## config.mk

```make
export PLATFORM = sky130hd
export DESIGN_NAME = fetch_stage
export DESIGN_NICKNAME = d
export VERILOG_FILES = /design/src/rtl/pipeline_pkg.sv /design/src/rtl/if_id_reg.sv /design/src/rtl/fetch_stage.sv
export SDC_FILE = /design/constraint.sdc
export NUM_CORES = 1
export LEC_CHECK = 0
export CORE_UTILIZATION = 40
export CTS_CLUSTER_SIZE = 10
export DETAILED_ROUTE_END_ITERATION = 10
export GPL_TIMING_DRIVEN = 0
export PLACE_DENSITY = 0.88
export SLEW_MARGIN = 40
export SYNTH_ARGS = -nofsm -noshare
export SYNTH_HDL_FRONTEND = slang
export SYNTH_HIERARCHICAL = 1
export SYNTH_SLANG_ARGS = --single-unit
```

## constraint.sdc

```tcl
create_clock -name clk -period 3.72 [get_ports clk]
set_input_delay 1.116 -clock clk [delete_from_list [all_inputs] [get_ports clk]]
set_output_delay 1.116 -clock clk [all_outputs]
set_load 0.02 [all_outputs]
```

## src/rtl/pipeline_pkg.sv

```systemverilog
// ----------------------------------------------------------------------------
// pipeline_pkg
// Definitions shared across the RISC-V pipeline stages and the decode-stage
// controller: the canonical NOP encoding, the major opcode constants and the
// fetch-stage state type.
// No ports (package).
// ----------------------------------------------------------------------------
package pipeline_pkg;

    // addi x0, x0, 0 -- a bubble that decodes as a harmless I-type.
    localparam logic [31:0] NOP_INSTR = 32'h0000_0013;

    // Major opcodes (instr[6:0]) consumed by the controller.
    localparam logic [6:0] OPC_LOAD   = 7'b0000011;
    localparam logic [6:0] OPC_I_TYPE = 7'b0010011;
    localparam logic [6:0] OPC_AUIPC  = 7'b0010111;
    localparam logic [6:0] OPC_STORE  = 7'b0100011;
    localparam logic [6:0] OPC_R_TYPE = 7'b0110011;
    localparam logic [6:0] OPC_LUI    = 7'b0110111;
    localparam logic [6:0] OPC_BRANCH = 7'b1100011;
    localparam logic [6:0] OPC_JALR   = 7'b1100111;
    localparam logic [6:0] OPC_JAL    = 7'b1101111;

    // BOOT: first read after reset is in flight, nothing to capture yet.
    // RUN : imem_rdata belongs to pc_q and may be loaded into IF/ID.
    typedef enum logic {
        BOOT = 1'b0,
        RUN  = 1'b1
    } fetch_state_t;

endpackage : pipeline_pkg

```

## src/rtl/if_id_reg.sv

```systemverilog
// ----------------------------------------------------------------------------
// if_id_reg
// IF/ID pipeline register with load enable and synchronous flush. A flush
// (which must be accompanied by load_en_i) writes a bubble: valid 0, pc 0,
// instruction NOP.
// Ports:
//   clk        in   clock
//   reset      in   synchronous active-high reset (loads the bubble)
//   load_en_i  in   capture next value this edge
//   flush_i    in   capture a bubble instead of the inputs
//   valid_i    in   incoming valid flag
//   pc_i       in   incoming PC
//   instr_i    in   incoming instruction
//   valid_o    out  registered valid flag
//   pc_o       out  registered PC
//   instr_o    out  registered instruction
// ----------------------------------------------------------------------------
module if_id_reg
    import pipeline_pkg::*;
#(
    parameter int PC_W   = 9,
    parameter int INST_W = 32
) (
    input  logic              clk,
    input  logic              reset,
    input  logic              load_en_i,
    input  logic              flush_i,
    input  logic              valid_i,
    input  logic [PC_W-1:0]   pc_i,
    input  logic [INST_W-1:0] instr_i,
    output logic              valid_o,
    output logic [PC_W-1:0]   pc_o,
    output logic [INST_W-1:0] instr_o
);

    logic              valid_q, valid_d;
    logic [PC_W-1:0]   pc_q, pc_d;
    logic [INST_W-1:0] instr_q, instr_d;

    // NOTE: every always_comb output gets a default first; a path that leaves
    // a signal unassigned would infer a latch.
    always_comb begin
        valid_d = valid_q;
        pc_d    = pc_q;
        instr_d = instr_q;
        if (load_en_i) begin
            if (flush_i) begin
                valid_d = 1'b0;
                pc_d    = '0;
                instr_d = INST_W'(NOP_INSTR);
            end else begin
                valid_d = valid_i;
                pc_d    = pc_i;
                instr_d = instr_i;
            end
        end
    end

    // NOTE: sequential state uses non-blocking assignments so every register
    // samples its pre-edge value, independent of statement order.
    always_ff @(posedge clk) begin
        if (reset) begin
            valid_q <= 1'b0;
            pc_q    <= '0;
            instr_q <= INST_W'(NOP_INSTR);
        end else begin
            valid_q <= valid_d;
            pc_q    <= pc_d;
            instr_q <= instr_d;
        end
    end

    assign valid_o = valid_q;
    assign pc_o    = pc_q;
    assign instr_o = instr_q;

endmodule : if_id_reg

```

## src/rtl/fetch_stage.sv

```systemverilog
// ----------------------------------------------------------------------------
// fetch_stage
// Instruction-fetch stage: owns the PC, drives a synchronous-read instruction
// memory (address in cycle t, data in t+1) and loads the IF/ID register.
// Handles load-use stalls (re-read the same address, freeze IF/ID) and EX
// redirects (fetch the target, flush IF/ID with one bubble).
// Priority: reset > redirect > stall > normal.
// Ports:
//   clk           in   clock
//   reset         in   synchronous active-high reset
//   stall         in   hold PC and IF/ID (load-use hazard)
//   redirect      in   taken branch/jump from EX; overrides stall
//   redirect_pc   in   redirect target, bits [1:0] ignored
//   imem_addr     out  instruction-memory read address (combinational)
//   imem_rdata    in   data for the address presented last cycle
//   if_id_valid   out  IF/ID holds a real instruction
//   if_id_pc      out  PC of the IF/ID instruction
//   if_id_instr   out  IF/ID instruction
//   if_id_opcode  out  if_id_instr[6:0] for the controller
// ----------------------------------------------------------------------------
module fetch_stage
    import pipeline_pkg::*;
#(
    parameter int               PC_W     = 9,
    parameter int               INST_W   = 32,
    parameter logic [PC_W-1:0]  RESET_PC = '0
) (
    input  logic              clk,
    input  logic              reset,
    input  logic              stall,
    input  logic              redirect,
    input  logic [PC_W-1:0]   redirect_pc,
    output logic [PC_W-1:0]   imem_addr,
    input  logic [INST_W-1:0] imem_rdata,
    output logic              if_id_valid,
    output logic [PC_W-1:0]   if_id_pc,
    output logic [INST_W-1:0] if_id_instr,
    output logic [6:0]        if_id_opcode
);

    fetch_state_t    state_q, state_d;
    logic [PC_W-1:0] pc_q, pc_d;
    logic            inflight_v_q, inflight_v_d;

    logic [PC_W-1:0] redirect_addr;
    logic [PC_W-1:0] pc_plus4;
    logic            if_id_load;

    assign redirect_addr = {redirect_pc[PC_W-1:2], 2'b00};
    // Wraps modulo 2^PC_W by construction of the width.
    assign pc_plus4      = pc_q + PC_W'(4);

    // Next-address mux and next-state logic. The address issued this cycle
    // always becomes pc_q, so pc_q names the read whose data arrives next.
    always_comb begin
        state_d      = state_q;
        pc_d         = pc_q;
        inflight_v_d = inflight_v_q;
        imem_addr    = pc_q;
        if_id_load   = 1'b0;

        if (reset) begin
            imem_addr = RESET_PC;
        end else if (redirect) begin
            imem_addr    = redirect_addr;
            pc_d         = redirect_addr;
            inflight_v_d = 1'b1;
            state_d      = RUN;
            if_id_load   = 1'b1;
        end else begin
            unique case (state_q)
                BOOT: begin
                    // First read is in flight; nothing to capture yet.
                    imem_addr    = pc_q;
                    inflight_v_d = 1'b1;
                    state_d      = RUN;
                end
                RUN: begin
                    if (stall) begin
                        // No skid buffer: re-issue pc_q so its data returns
                        // again once the stall lifts.
                        imem_addr = pc_q;
                    end else begin
                        imem_addr  = pc_plus4;
                        pc_d       = pc_plus4;
                        if_id_load = 1'b1;
                    end
                end
                default: begin
                    state_d = BOOT;
                end
            endcase
        end
    end

    always_ff @(posedge clk) begin
        if (reset) begin
            state_q      <= BOOT;
            pc_q         <= RESET_PC;
            inflight_v_q <= 1'b0;
        end else begin
            state_q      <= state_d;
            pc_q         <= pc_d;
            inflight_v_q <= inflight_v_d;
        end
    end

    if_id_reg #(
        .PC_W   (PC_W),
        .INST_W (INST_W)
    ) u_if_id_reg (
        .clk       (clk),
        .reset     (reset),
        .load_en_i (if_id_load),
        .flush_i   (redirect),
        .valid_i   (inflight_v_q),
        .pc_i      (pc_q),
        .instr_i   (imem_rdata),
        .valid_o   (if_id_valid),
        .pc_o      (if_id_pc),
        .instr_o   (if_id_instr)
    );

    assign if_id_opcode = if_id_instr[6:0];

endmodule : fetch_stage

```

**Run 1: I/O nets highlighted**

Scale: 4 px per um.
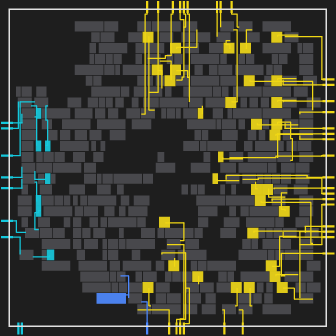
[if_id_valid] blue | direction: output | edge: bottom | end cells: 1 | buffers: 1 | wire: 15.3 um
[imem_rdata] yellow | direction: input | edge: 17 right, 9 top, 6 bottom | end cells: 32 | buffers: 32 | wire: 751 um
[redirect_pc] cyan | direction: input | edge: 7 left, 2 bottom | end cells: 7 | buffers: 7 | wire: 98.5 um

**Run 1: routed metal, one colour a layer**

Scale: 8 px per um. Two of the layers only.
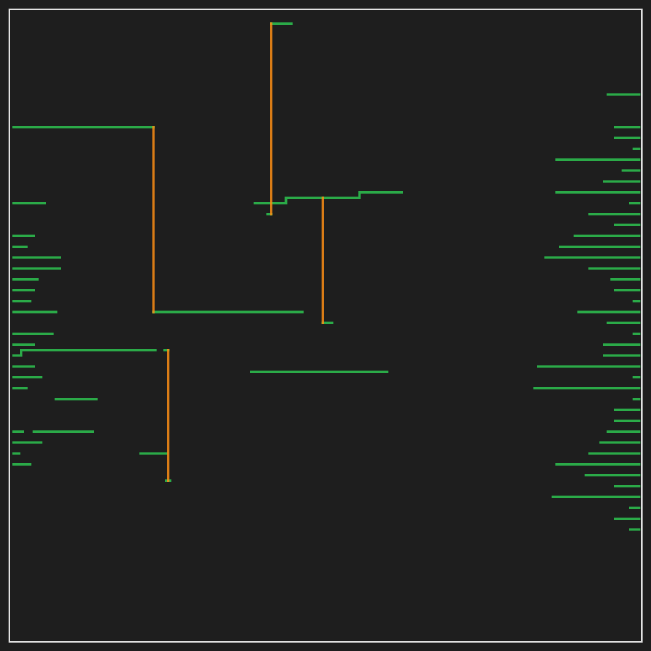
[met4] orange | wire length: 78.9 um
[met3] green | wire length: 362 um
total global-route track usage: 0.1858
average routed wire per standard cell: 12.85 um
final routed wirelength across all metal layers: 5.642 mm

==> out/metrics.cfg, run 1 <==
[outcome]
run_status=finished, final reports clean

[routing]
wirelength_met1_mm=2.462
iteration_0_drc_count_of_the_detailed_router=92
avgViaCountPerCell=4.948
route.met3.wl_um=362
antenna_violating_nets_left=0
dr.max_layer_used=met4
met2_length_mm=2.739
detailedRoute.firstPassIterationCount=4
drc=0
via_count=2172

[place]
globalplace.congestion=0.7577
placed_cells=431
post_dp_cell_area_sq_mm=0.003447
pre_cts_slack_ps=-576.9
place_hpwl_mm=4.132
place.port_buffers=98

[layout]
nMultiInputCombCells=176
fin_nets=412
area.growth.synth_to_final_pct=49.26
area_share_nonclk_buffers=0.3389
fin_cells=439
utilization=0.6294
layout.non_clock_inverters=4
dominant-cell-class=buffers
clockBufferCount=6
antenna_cells_inserted=0
sh_seq_area=0.2893
n_all_buffers=128
drive_gt1_frac=0.1172
finalInstanceArea_sq_mm=0.003530
sequential_cell_total=51
clk_share=0.02410
ff_latch_area_sq_mm=0.001021
final_cell_mix=89 x sky130_fd_sc_hd__clkdlybuf4s50_1, 51 x sky130_fd_sc_hd__dfxtp_1, 42 x sky130_fd_sc_hd__a21oi_1
fraction_of_standard_cell_area_in_multi_input_logic=0.3180

[synth]
post-synth-top-count-cell=sky130_fd_sc_hd__dfxtp_1
synthSimpleGateAreaFrac=0.3016
synth-async-reset-ratio=0
synth.largest_area_cell=sky130_fd_sc_hd__dfxtp_1
netlist_top_cells_area=sky130_fd_sc_hd__dfxtp_1 43%, sky130_fd_sc_hd__nand3b_1 13%, sky130_fd_sc_hd__nand2b_1 11%
ys_sh_adder=0.005291
post_synth_xor_area_fraction=0.007407
post_synth_instance_area_sq_mm=0.002365
average_instance_area_after_synthesis_sq_um=9.166
dominant_combinational_family=simple AND/OR/NAND/NOR gates
yosys.stat.seqShare=0.4317
post_synth_top_flop=sky130_fd_sc_hd__dfxtp_1
synth_cells=258
synthDominantCellAreaShare=0.4317
post_synth_num_cell_types=32
synth-edff-count=0
yosys-stat-cells=258
post_synth_ao_oa_area_fraction=0.1481
register_bit_total_from_synthesis=51
synth-area-yosys_sq_mm=0.002365
yosys_warnings=6
mux_area_frac=0.004233
most_frequent_cells_after_synthesis=51 x sky130_fd_sc_hd__dfxtp_1, 42 x sky130_fd_sc_hd__a21oi_1, 40 x sky130_fd_sc_hd__nand2b_1, 40 x sky130_fd_sc_hd__nand3b_1, 12 x sky130_fd_sc_hd__nor2_1

[clock_network]
cts_sinks=51
clock_transition_at_the_registers_of_the_reported_paths_ps=90
tritoncts=yes
post_cts_buffers=0
holdBufCountCts=0
clk-insertion-delay-late_ps=300
numCtsBuffers=5
cts.htree.levels=2
post_cts_resize_count=29
cts_max_path_buffers=2
cts_root_buffer=sky130_fd_sc_hd__clkbuf_8

[floorplanning]
io-pin-count=103
num_tap_cells=72
fp_util=0.4217
chipArea_sq_mm=0.006224
die-width_um=78.89
placement_rows=27
die_h_um=78.89

[power_and_ir_drop]
p_per_area_mw_per_mm2=318.6
p_switching_mw=0.2963
clk-power_mw=0.306
total_leakage_power_nw=1.248
fin_total_pwr_mw=1.124
power.largest_group=sequential cells
worst_ir_drop_vdd_mv=0.1499
seq_power_share=0.520
pwr-share-comb=0.208
clkPwrFrac=0.273
combinational_power_mw=0.234
p_sw_frac=0.2635
internal_power_mw=0.8281
p_seq_mw=0.584

[global_routing]
grt-busiest-layer=met2
use_met3=0.04713
grt_overflow=0
grt_max_degree=16
via_count_of_the_first_global_routing_pass=2038
groute.layer.met1.usage=0.2269
antenna_found_initial=0
grtUsageMet2=0.3165
grt_first_pass_wirelength_mm=9.280

[worst_setup_path]
worst-path-buf-inv=3
timing.critical_path.fanout_max=10
regToRegStartpoint=pc_q[2]
critPathLaunchType=input port
worstSetupEndpointType=primary output
crit_path_cell_trace=clkdlybuf4s50_1 -> clkbuf_2 -> a211oi_1 -> dlygate4sd2_1
critPathCapture=imem_addr[4]
highest_delay_cell_along_the_critical_path=sky130_fd_sc_hd__clkdlybuf4s50_1
crit_path_max_incr_delay_ps=550
worstPathArrival_ps=2480
path_delay_family=buffers and inverters
worst-endpoint-required_ps=2600
critical_path_start=reset
regToRegEndpoint=pc_q[6]
timing.setup.critical_path_class=in2out
timing.reg2reg.worst_path_depth=4
r2r_slack_ps=2180

[sta]
post-route-min-period_ps=3600
setup_violations=0
final.setup.tns_ps=0
min_period_over_period=0.9677
achievable-frequency_ghz=0.2778
grt_setup_unrepaired=false
final_hold_slack_ps=466.1
finClkSkew_ps=9.587
slew_violations=0
setup_ws_ps=120.3

[min_path]
holdPathStages=2
worst_hold_path_type=reg2reg

[run]
max-cap-violations=0
openroad.warnings=28

**Run 1: layout detail**

Region (49, 49) to (69, 69) um. Cells in grey, sequential cells in the stronger grey; small squares are vias.
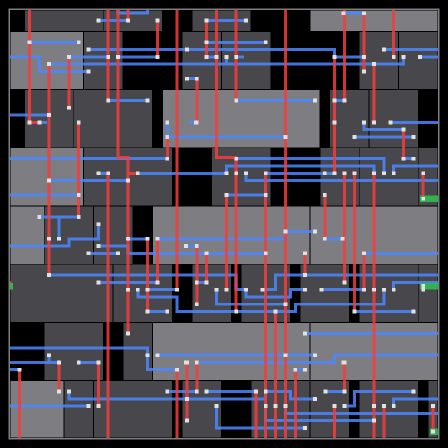
[met2] red
[met1] blue
[met3] green
cells with their middle in the window: 34
netlist names of flops here include: u_if_id_reg/instr_o (5)
sequential cells in the window: 5
most frequent: a21oi_1 (9), nand2b_1 (7), nand3b_1 (6)

[run 1: registers in the layout (all words and copies together) (netlist names)]
register,count
u_if_id_reg/pc_o,9
inflight_v_q,1
u_if_id_reg/instr_o,32
pc_q,7
state_q,1
u_if_id_reg/valid_o,1
[run 1: worst min path at each step]
stage	start	end	slack, ps
detailed placement	u_if_id_reg/instr_o[23]	u_if_id_reg/instr_o[23]	460
global route	inflight_v_q	inflight_v_q	480
floorplan	inflight_v_q	inflight_v_q	440
global placement	u_if_id_reg/instr_o[31]	u_if_id_reg/instr_o[31]	450
finish	inflight_v_q	inflight_v_q	470
CTS	u_if_id_reg/instr_o[23]	u_if_id_reg/instr_o[23]	470
==> run 2, diff against run 1 <==
--- a/config.mk
+++ b/config.mk
@@ -10,7 +10,7 @@
 export DETAILED_ROUTE_END_ITERATION = 10
 export GPL_TIMING_DRIVEN = 0
 export PLACE_DENSITY = 0.88
-export SLEW_MARGIN = 40
+export SLEW_MARGIN = 10
 export SYNTH_ARGS = -nofsm -noshare
 export SYNTH_HDL_FRONTEND = slang
 export SYNTH_HIERARCHICAL = 1
**Run 2: clock routing**

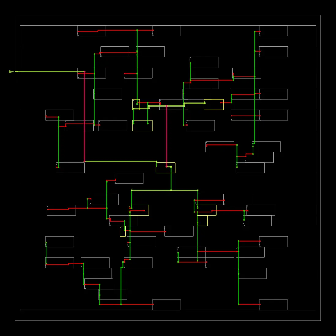
CLK BUF: 6
worst-case clock skew: 9.587 ps
TritonCTS Sinks: 51

**Run 2: layout detail**

Region (49, 49) to (69, 69) um. Cells in grey, sequential cells in the stronger grey; small squares are vias.
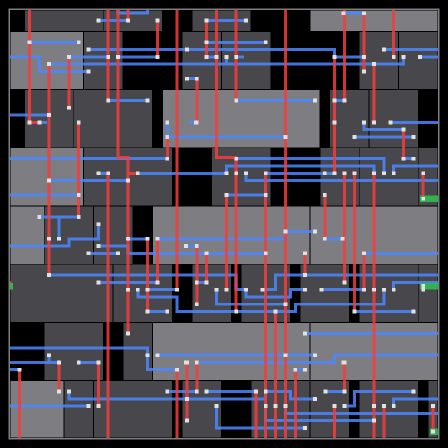
[met1] blue
[met3] green
[met2] red
cells with their middle in the window: 34
netlist names of flops here include: u_if_id_reg/instr_o (5)
sequential cells in the window: 5
most frequent: a21oi_1 (9), nand2b_1 (7), nand3b_1 (6)

==> out/metrics.cfg, run 2 <==
[outcome]
run_status=finished, final reports clean

[synth]
average_instance_area_after_synthesis_sq_um=9.166  ; unchanged
netlist_top_cells_area=sky130_fd_sc_hd__dfxtp_1 43%, sky130_fd_sc_hd__nand3b_1 13%, sky130_fd_sc_hd__nand2b_1 11%
yosys.stat.seqShare=0.4317  ; unchanged
synth-area-yosys_sq_mm=0.002365  ; unchanged
post_synth_num_cell_types=32  ; unchanged
synth-edff-count=0  ; unchanged
synthDominantCellAreaShare=0.4317  ; unchanged
synth-async-reset-ratio=0  ; unchanged
synth_cells=258  ; unchanged
yosys_warnings=6  ; unchanged
yosys-stat-cells=258  ; unchanged
most_frequent_cells_after_synthesis=51 x sky130_fd_sc_hd__dfxtp_1, 42 x sky130_fd_sc_hd__a21oi_1, 40 x sky130_fd_sc_hd__nand2b_1, 40 x sky130_fd_sc_hd__nand3b_1, 12 x sky130_fd_sc_hd__nor2_1

[clock_network]
cts_root_buffer=sky130_fd_sc_hd__clkbuf_8
clock_transition_at_the_registers_of_the_reported_paths_ps=90  ; about the same
cts_max_path_buffers=2  ; unchanged
cts.htree.levels=2  ; unchanged
holdBufCountCts=0  ; unchanged
numCtsBuffers=5  ; unchanged
post_cts_buffers=0  ; unchanged
clk-insertion-delay-late_ps=300  ; about the same

[layout]
layout.non_clock_inverters=4  ; unchanged
sequential_cell_total=51  ; unchanged
fin_cells=439  ; unchanged
sh_seq_area=0.2893  ; unchanged
finalInstanceArea_sq_mm=0.003530  ; unchanged
utilization=0.6294  ; unchanged
ff_latch_area_sq_mm=0.001021  ; unchanged
dominant-cell-class=buffers
antenna_cells_inserted=0  ; unchanged
largest_register_ff_count=32  ; unchanged
fin_nets=412  ; unchanged
area.growth.synth_to_final_pct=49.26  ; unchanged
final_cell_mix=89 x sky130_fd_sc_hd__clkdlybuf4s50_1, 51 x sky130_fd_sc_hd__dfxtp_1, 42 x sky130_fd_sc_hd__a21oi_1

[power_and_ir_drop]
p_seq_mw=0.584  ; about the same
p_switching_mw=0.2963  ; unchanged
pwr-share-comb=0.208  ; about the same
total_leakage_power_nw=1.248  ; unchanged
clk-power_mw=0.306  ; about the same
worst_ir_drop_vdd_mv=0.1499  ; unchanged
p_per_area_mw_per_mm2=318.6  ; unchanged
fin_total_pwr_mw=1.124  ; unchanged
internal_power_mw=0.8281  ; unchanged
clkPwrFrac=0.273  ; about the same
seq_power_share=0.520  ; about the same

[routing]
wirelength_met1_mm=2.462  ; unchanged
finalWirelength_mm=5.642  ; unchanged
avgViaCountPerCell=4.948  ; unchanged
wire_per_inst_um=12.85  ; unchanged
route.met3.wl_um=362  ; unchanged
antenna_violating_nets_left=0  ; unchanged
iteration_0_drc_count_of_the_detailed_router=92  ; unchanged
met2_length_mm=2.739  ; unchanged

[global_routing]
use_met3=0.04713  ; unchanged
groute.layer.met1.usage=0.2269  ; unchanged
grt_overflow=0  ; unchanged
grt-busiest-layer=met2
via_count_of_the_first_global_routing_pass=2038  ; unchanged
globalRouteTotalUtil=0.1858  ; unchanged
antenna_found_initial=0  ; unchanged

[floorplanning]
fp_util=0.4217  ; unchanged
placement_rows=27  ; unchanged
chipArea_sq_mm=0.006224  ; unchanged
io-pin-count=103  ; unchanged

[worst_setup_path]
critPathLaunchType=input port
worst-endpoint-required_ps=2600  ; about the same
crit_path_max_incr_delay_ps=550  ; about the same
highest_delay_cell_along_the_critical_path=sky130_fd_sc_hd__clkdlybuf4s50_1
crit_path_cell_trace=clkdlybuf4s50_1 -> clkbuf_2 -> a211oi_1 -> dlygate4sd2_1

[min_path]
worst_hold_path_type=reg2reg

[sta]
grt_setup_unrepaired=false
final_hold_slack_ps=466.1  ; unchanged
post-route-min-period_ps=3600  ; unchanged
achievable-frequency_ghz=0.2778  ; unchanged
min_period_over_period=0.9677  ; unchanged
final.setup.tns_ps=0  ; unchanged

[place]
placed_cells=431  ; unchanged
globalplace.congestion=0.7577  ; unchanged
post_dp_cell_area_sq_mm=0.003447  ; unchanged
place_hpwl_mm=4.132  ; unchanged

[run]
max-cap-violations=0  ; unchanged

**Run 2: the metal 2 layer**

Scale: 4 px per um. Cells faint in the background.
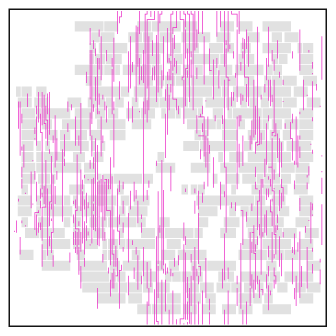
share of all routed wire: 49%
longest straight run: 28.9 um
wire length on this layer: 2740 um
main direction: vertical
nets with wire on the layer: 348
detailed-route via count: 2172
met2 demand-to-capacity share in global routing: 0.3165

run 2: cell counts after synthesis:
Identical to the previous run, type by type.
run 2: final timing paths:
kind,startpoint,end,slack (ps),cells after the start
worst max-delay path,reset,imem_addr[4],120,4
worst min-delay path,inflight_v_q,inflight_v_q,470,2
worst max register to register,pc_q[2],pc_q[6],2180,4
worst min register to register,inflight_v_q,inflight_v_q,470,2
run 2: kinds of logic after synthesis:
kind of cell,count (synthesis),synth area share
multiplexers,1,0.004233
flip-flops,51,0.4317
adder cells (fa/ha/maj),1,0.005290
AND-OR/OR-AND,61,0.1481
buffers and inverters,34,0.1000
AND/OR/NAND/NOR,107,0.3016
other,1,0.001586
XOR/XNOR,2,0.007409
run 2: worst max-delay path, delay by kind of cell:
kind                   cells  cell delay [ps]
AOI/OAI and AO/OA          1              200
buffers and inverters      3             1170
Power and IR drop assume default switching activity.
